Design shift_seq_ctrl_flat, sky130hd; sources not shown.
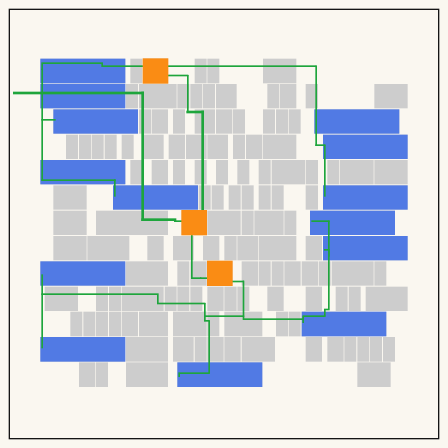
run_1/clock_map.png
[orange] cells driving clock nets | count: 3
[blue] flip-flops | count: 14
[green] clock wires | length: 203 µm
routed clock nets: 4
clock group total power: 0.118 mW
Setup Skew: 0.00174 ns
Clock power frac: 0.123

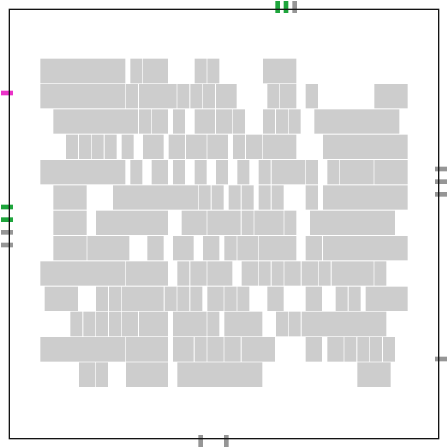
run_1/pins.png
Pins as bars across the die edge, other pins in grey.
| colour | port | pins | direction | edge |
|---|---|---|---|---|
| magenta | `clock` | 1 | input | west |
| green | `bus_in_data` | 4 | input | 2 north, 2 west |
all pins by edge: 5 west, 4 east, 3 north, 2 south
port bufs: 13
Die Wd: 46.0 µm

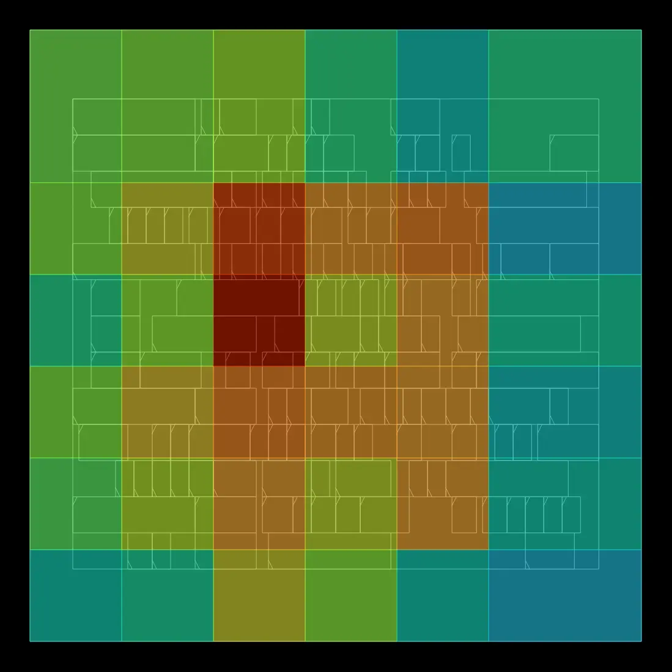
run_1/final_congestion.png
global-route met2 utilization: 0.343
GR peak layer: met2
met3 usage: 0.0474
DR WL/cell: 12.1 µm
GRT Total Usage: 0.214

==> results_dict.tcl, run 1 <==
# metrics dict for downstream scripts
set metrics [dict create \
    highest_layer "met4" \
    ys_seq_frac 0.371 \
    dieArea_um2 2110 \
    dp.final_hpwl_um 1510 \
    drt_wl_total_um 1880 \
    row_count 13 \
    clock_latency_ns 0.28 \
    yosys-stat-area_um2 943 \
    cp_data_required_time_ns 2.17 \
    grt_pass1_vias 765 \
    area_growth_syn_to_layout_pct 16.6 \
    maxSlewHeadroom 0.598 \
    final_cell_area_um2 1100 \
    cts_max_level 1 \
    cellLeakagePower_nw 0.599 \
    nets 157 \
    min_path_type "flop to flop" \
    finalWeightedCongestion 0.853 \
    drc 0 \
    cts.sinks 14 \
    wl_met1_um 885 \
    worstSetupPathDepth 1 \
    antenna_found_initial 0 \
    hold_viol 0 \
    top_area_frac 0.371 \
    netlist_instances 125 \
    coreArea_um2 1400 \
    finalMaxSlewViolations 0 \
    ys_ff 14 \
    worstHoldPathCells 2 \
    worstPathArrival_ns 1.44 \
    dp.cells 151 \
    clock_path_buffers 2 \
    worstPathCellList "clkdlybuf4s50_1" \
    status "completed" \
    boundaryPins 14 \
    rsz0062_at_grt "false" \
    ys_types 21 \
    fp_nets 141 \
    cts_tree "yes" \
    numCtsBuffers 3 \
    fmax_ghz 0.461 \
    r2r_slack_ns 1.31 \
    via_per_inst 5.28 \
    route.met2.wl_um 881 \
    drive_gt1_frac 0.136 \
    post-route-util 0.786 \
    grt_max_degree 15 \
    largest_reg_flops 4 \
    r2r_cells 7 \
    powerDensity_nw_per_um2 874 \
    cpPeakStageDelay_ns 0.66 \
    critPathMaxFanout 6 \
    wl_met3_um 90 \
    tightest_slew_ns 0.601 \
    ys_top_cells_by_area "dfrtp_1 (37%), nand2_1 (17%), ha_1 (9.3%), nand3_1 (7.4%), inv_1 (6.4%)" \
    overflow 0 \
    maxCapViolations 0 \
    layout_top_cell "nand2_1" \
    critPathCaptureType "output pin" \
    holdWs_ns 0.502 \
    cpMaxStageDelayCell "clkdlybuf4s50_1" \
    fp_util 0.674 \
    ys_cells 125 \
    dpl_worst_slack_ns 0.807 \
    drt_iter0_drc 15 \
    largest_area_cell "dfrtp_1" \
    period_minus_slack_ns 2.17 \
    path_class "flop to output pin" \
    cp_num_buf_inv 1 \
    final_cells 155 \
    peakVddDrop_mv 0.637 \
]
==> run 1: final cells by class <==
type | instances | area, µm²
repair buffers | 13 | 130
fillers | 101 | 299
clock inverters | 1 | 3.75
flip-flops and latches | 14 | 350
inverters | 21 | 78.8
well taps | 15 | 18.8
clock buffers | 3 | 22.5
multi-input cells | 88 | 495
==> run 1: layer usage <==
metal | up-vias | GRT usage
li1 | 418 | -
met1 | 369 | 0.275
met2 | 27 | 0.343
met3 | 4 | 0.0474
met4 | 0 | 0.0852
met5 | - | 0
==> run 1: cell usage after synthesis <==
| cell | number |
|---|---|
| nand2_1 | 42 |
| inv_1 | 16 |
| dfrtp_1 | 14 |
| nand3_1 | 14 |
| ha_1 | 7 |
| inv_2 | 5 |
| o21ai_1 | 5 |
| nand2_2 | 3 |
| nand2_4 | 3 |
| a21oi_1 | 2 |
| and2_0 | 2 |
| nand4_1 | 2 |
| nor2_1 | 2 |
| buf_4 | 1 |
| buf_6 | 1 |
| nand4_4 | 1 |
| nor2_2 | 1 |
| nor3_2 | 1 |
| o21ai_0 | 1 |
| o21ai_2 | 1 |
| or2_4 | 1 |
==> run 1: logic make-up (layout without fill, tap and decap cells) <==
logic type                 count (synthesis)  after routing  share of synthesized area
and+or+nand+nor                           72             72                      0.381
buffers and inverters                     23             38                      0.103
DFF                                       14             14                      0.371
AOI/OAI and AO/OA                          9              9                     0.0517
adders and majority gates                  7              7                     0.0928
==> run 1: power breakdown <==
group / switching (mW) / internal, mW / leakage (nW)
logic: 0.302 / 0.205 / 0.404
clock network: 0.0679 / 0.0500 / 0.0154
registers: 0.0671 / 0.269 / 0.180
total: 0.437 / 0.524 / 0.599
## Run 2: what changed since run 1
--- a/config.mk
+++ b/config.mk
@@ -8,11 +8,11 @@
 export ABC_AREA = 1
 export CAP_MARGIN = 10
 export CORE_MARGIN = 3
-export CORE_UTILIZATION = 59
+export CORE_UTILIZATION = 50
 export CTS_BUF_LIST = sky130_fd_sc_hd__clkbuf_4
 export DETAILED_ROUTE_END_ITERATION = 7
 export GPL_TIMING_DRIVEN = 1
-export PLACE_DENSITY = 0.86
+export PLACE_DENSITY = 0.77
 export SETUP_SLACK_MARGIN = 0.5
 export SKIP_CTS_REPAIR_TIMING = 1
 export SLEW_MARGIN = 20
==> constraint.sdc (replaced) <==
create_clock -name clock -period 1.9 [get_ports clock]
set_input_delay 0.475 -clock clock [delete_from_list [all_inputs] [get_ports clock]]
set_output_delay 0.475 -clock clock [all_outputs]
set_load 0.02 [all_outputs]
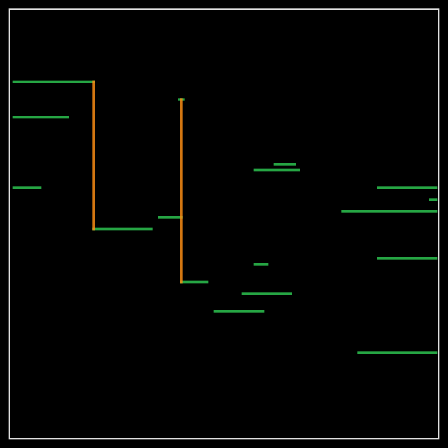
run_2/metal_stack.png
Only two layers are drawn.
| colour | layer | wire length |
|---|---|---|
| green | met3 | 84.4 µm |
| orange | met4 | 38.1 µm |
via count: 822
GRT Total Usage: 0.170
DR WL/cell: 11.5 µm
WL final: 2000 µm

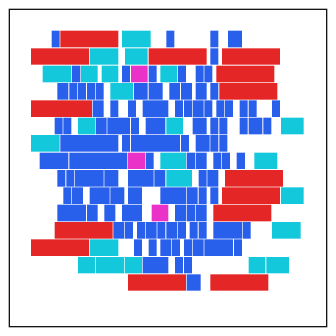
run_2/cell_classes.png
| colour | class | cells |
|---|---|---|
| cyan | other buffers and delay cells | 23 |
| red | flip-flops | 14 |
| magenta | cells driving clock nets | 3 |
| blue | all other logic | 109 |
site row count: 15
core footprint: 1750 µm²
fin area: 1250 µm²
fraction of area in registers: 0.281
utilization after layout: 0.717

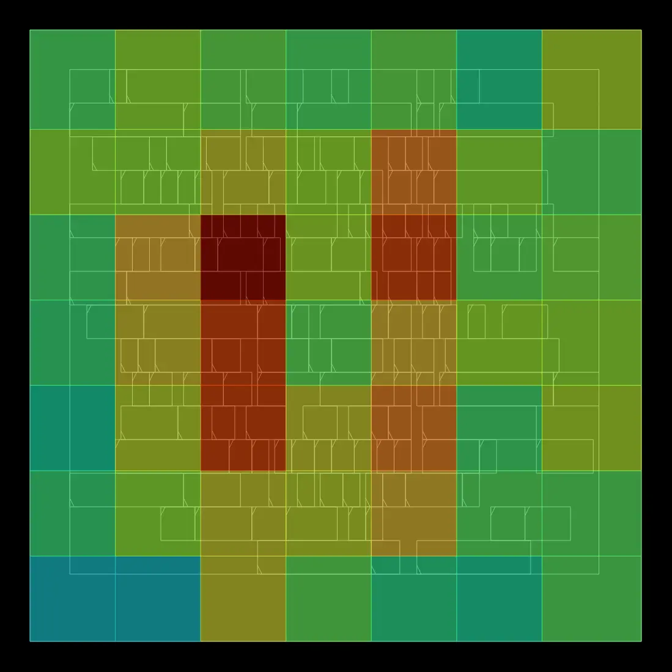
run_2/final_congestion.png
met1 Resource Use GR: 0.212
met3 usage: 0.0336
global-route met2 utilization: 0.286

==> run 2 against run 1 <==
Effect of this change:
- hold slack worse by 0.0053 ns
- critical path type unchanged
- routed wire length rose by 6.3%
- die size rose by 16%
- critical path depth unchanged
- first-iteration DRC count up 6.7%
==> results_dict.tcl, run 2 <==
# metrics dict for downstream scripts
set metrics [dict create \
    drt_iter0_drc 16 \
    dp.cells 164 \
    dieArea_um2 2440 \
    post-synth-top-count-cell "nand2_1" \
    cellLeakagePower_nw 0.731 \
    numCtsBuffers 3 \
    ys_seq_frac 0.371 \
    peakVddDrop_mv 0.881 \
    antenna_found_initial 0 \
    cts.sinks 14 \
    grt_max_degree 15 \
    fmax_ghz 0.737 \
    ant_nets 0 \
    cp_top_family "flip-flops" \
    clock_latency_ns 0.28 \
    fin_setup_tns_ns 0 \
    status "completed" \
    worstSetupPathDepth 1 \
    first_pass_iters 4 \
    worstPathArrival_ns 0.88 \
    synthTopCellsByCount "nand2_1 (42), inv_1 (16), dfrtp_1 (14), nand3_1 (14), ha_1 (7)" \
    overflow 0 \
    critPathCaptureType "output pin" \
    ys_types 21 \
    top_area_frac 0.371 \
    hold_viol 0 \
    area_growth_syn_to_layout_pct 32.6 \
    maxCapViolations 0 \
    ys_cells 125 \
    finalMaxSlewViolations 0 \
    io_buffers 13 \
    critPathMaxFanout 2 \
    maxSlewHeadroom 0.846 \
    yosys-stat-area_um2 943 \
    rsz0062_at_grt "false" \
    clock_path_buffers 2 \
    finClkSkew_ns 0.00911 \
    cpPeakStageDelay_ns 0.39 \
    synthArstFlopShare 1.00 \
    path_class "flop to output pin" \
    clockRootBuffer "clkbuf_4" \
    worstPathCellList "dlymetal6s2s_1" \
    finalPower_mw 1.61 \
    ys_top_cells_by_area "dfrtp_1 (37%), nand2_1 (17%), ha_1 (9.3%), nand3_1 (7.4%), inv_1 (6.4%)" \
    tightest_slew_ns 0.231 \
    via_per_inst 4.72 \
    final_cells 174 \
    largest_area_cell "dfrtp_1" \
    powerDensity_nw_per_um2 1290 \
    cp_data_required_time_ns 1.42 \
    fp.dieW_um 49.4 \
    cts_tree "yes" \
    period_used_share 0.714 \
    r2r_cells 7 \
    setup-violations-final 0 \
    cts_max_level 1 \
    netlist_instances 125 \
    die_h_um 49.4 \
    fp_nets 141 \
    ys.flop_type "dfrtp_1" \
    antenna_cells 0 \
    r2r_slack_ns 0.56 \
    drc 0 \
    boundaryPins 14 \
    layout_top_cell "nand2_1" \
    clk_pin_slew_ns 0.08 \
    worstSetupStartpointType "flop" \
    ys_ff 14 \
    min_path_type "input pin to async pin" \
    nets 167 \
    enable_flop_cells 0 \
    final_cell_mix "nand2_1 (41), inv_1 (14), nand3_1 (14)" \
    holdWs_ns 0.496 \
    cpMaxStageDelayCell "dfrtp_1" \
    synth_area_um2 943 \
    largest_reg_flops 4 \
    drive_gt1_frac 0.248 \
    finalWeightedCongestion 0.861 \
    syn_area_per_cell_um2 7.55 \
    cp_num_buf_inv 1 \
    grt_pass1_wl_um 3170 \
    period_minus_slack_ns 1.36 \
    dp.final_hpwl_um 1420 \
    fp_util 0.541 \
    warnings 31 \
    ys_warn_count 0 \
    nFillCells 130 \
    grt_pass1_vias 749 \
]
run 2: cells by family (layout without fill, tap and decap cells):
family,after synthesis,in the layout,share of synthesized area
buf+inv,23,47,0.103
flops,14,14,0.371
fa+ha+maj,7,7,0.0928
simple gates,72,72,0.381
compound gates,9,9,0.0517
run 2: where the power goes:
part | switching [mW] | internal [mW]
Clock | 0.0928 | 0.0735
Combinational | 0.526 | 0.413
Sequential | 0.0901 | 0.412
run 2: cell type report:
type	instances	area [µm²]	share of cell area
Multi-Input combinational cell	88	534	0.427
Sequential cell	14	352	0.281
Timing Repair Buffer	23	230	0.184
Inverter	21	81.3	0.0650
Tap cell	25	31.3	0.0250
Clock buffer	3	22.5	0.0180
run 2: per-stage QoR:
step / area, µm² / setup slack, ns
finish: 1250 / 0.543
global route: 1250 / 0.486
CTS: 1130 / 0.166
detailed placement: 1110 / 0.155
global placement: 1110 / 0.200
floorplan: 943 / 0.578
run 2: per-layer routing:
| layer | up-vias | track usage | wire, µm |
|---|---|---|---|
| met2 | 21 | 0.286 | 971 |
| li1 | 439 | - | - |
| met1 | 357 | 0.212 | 905 |
| met4 | 0 | 0.0691 | 38 |
| met5 | - | 0 | 0 |
| met3 | 5 | 0.0336 | 84 |
Power and IR drop assume default switching activity.
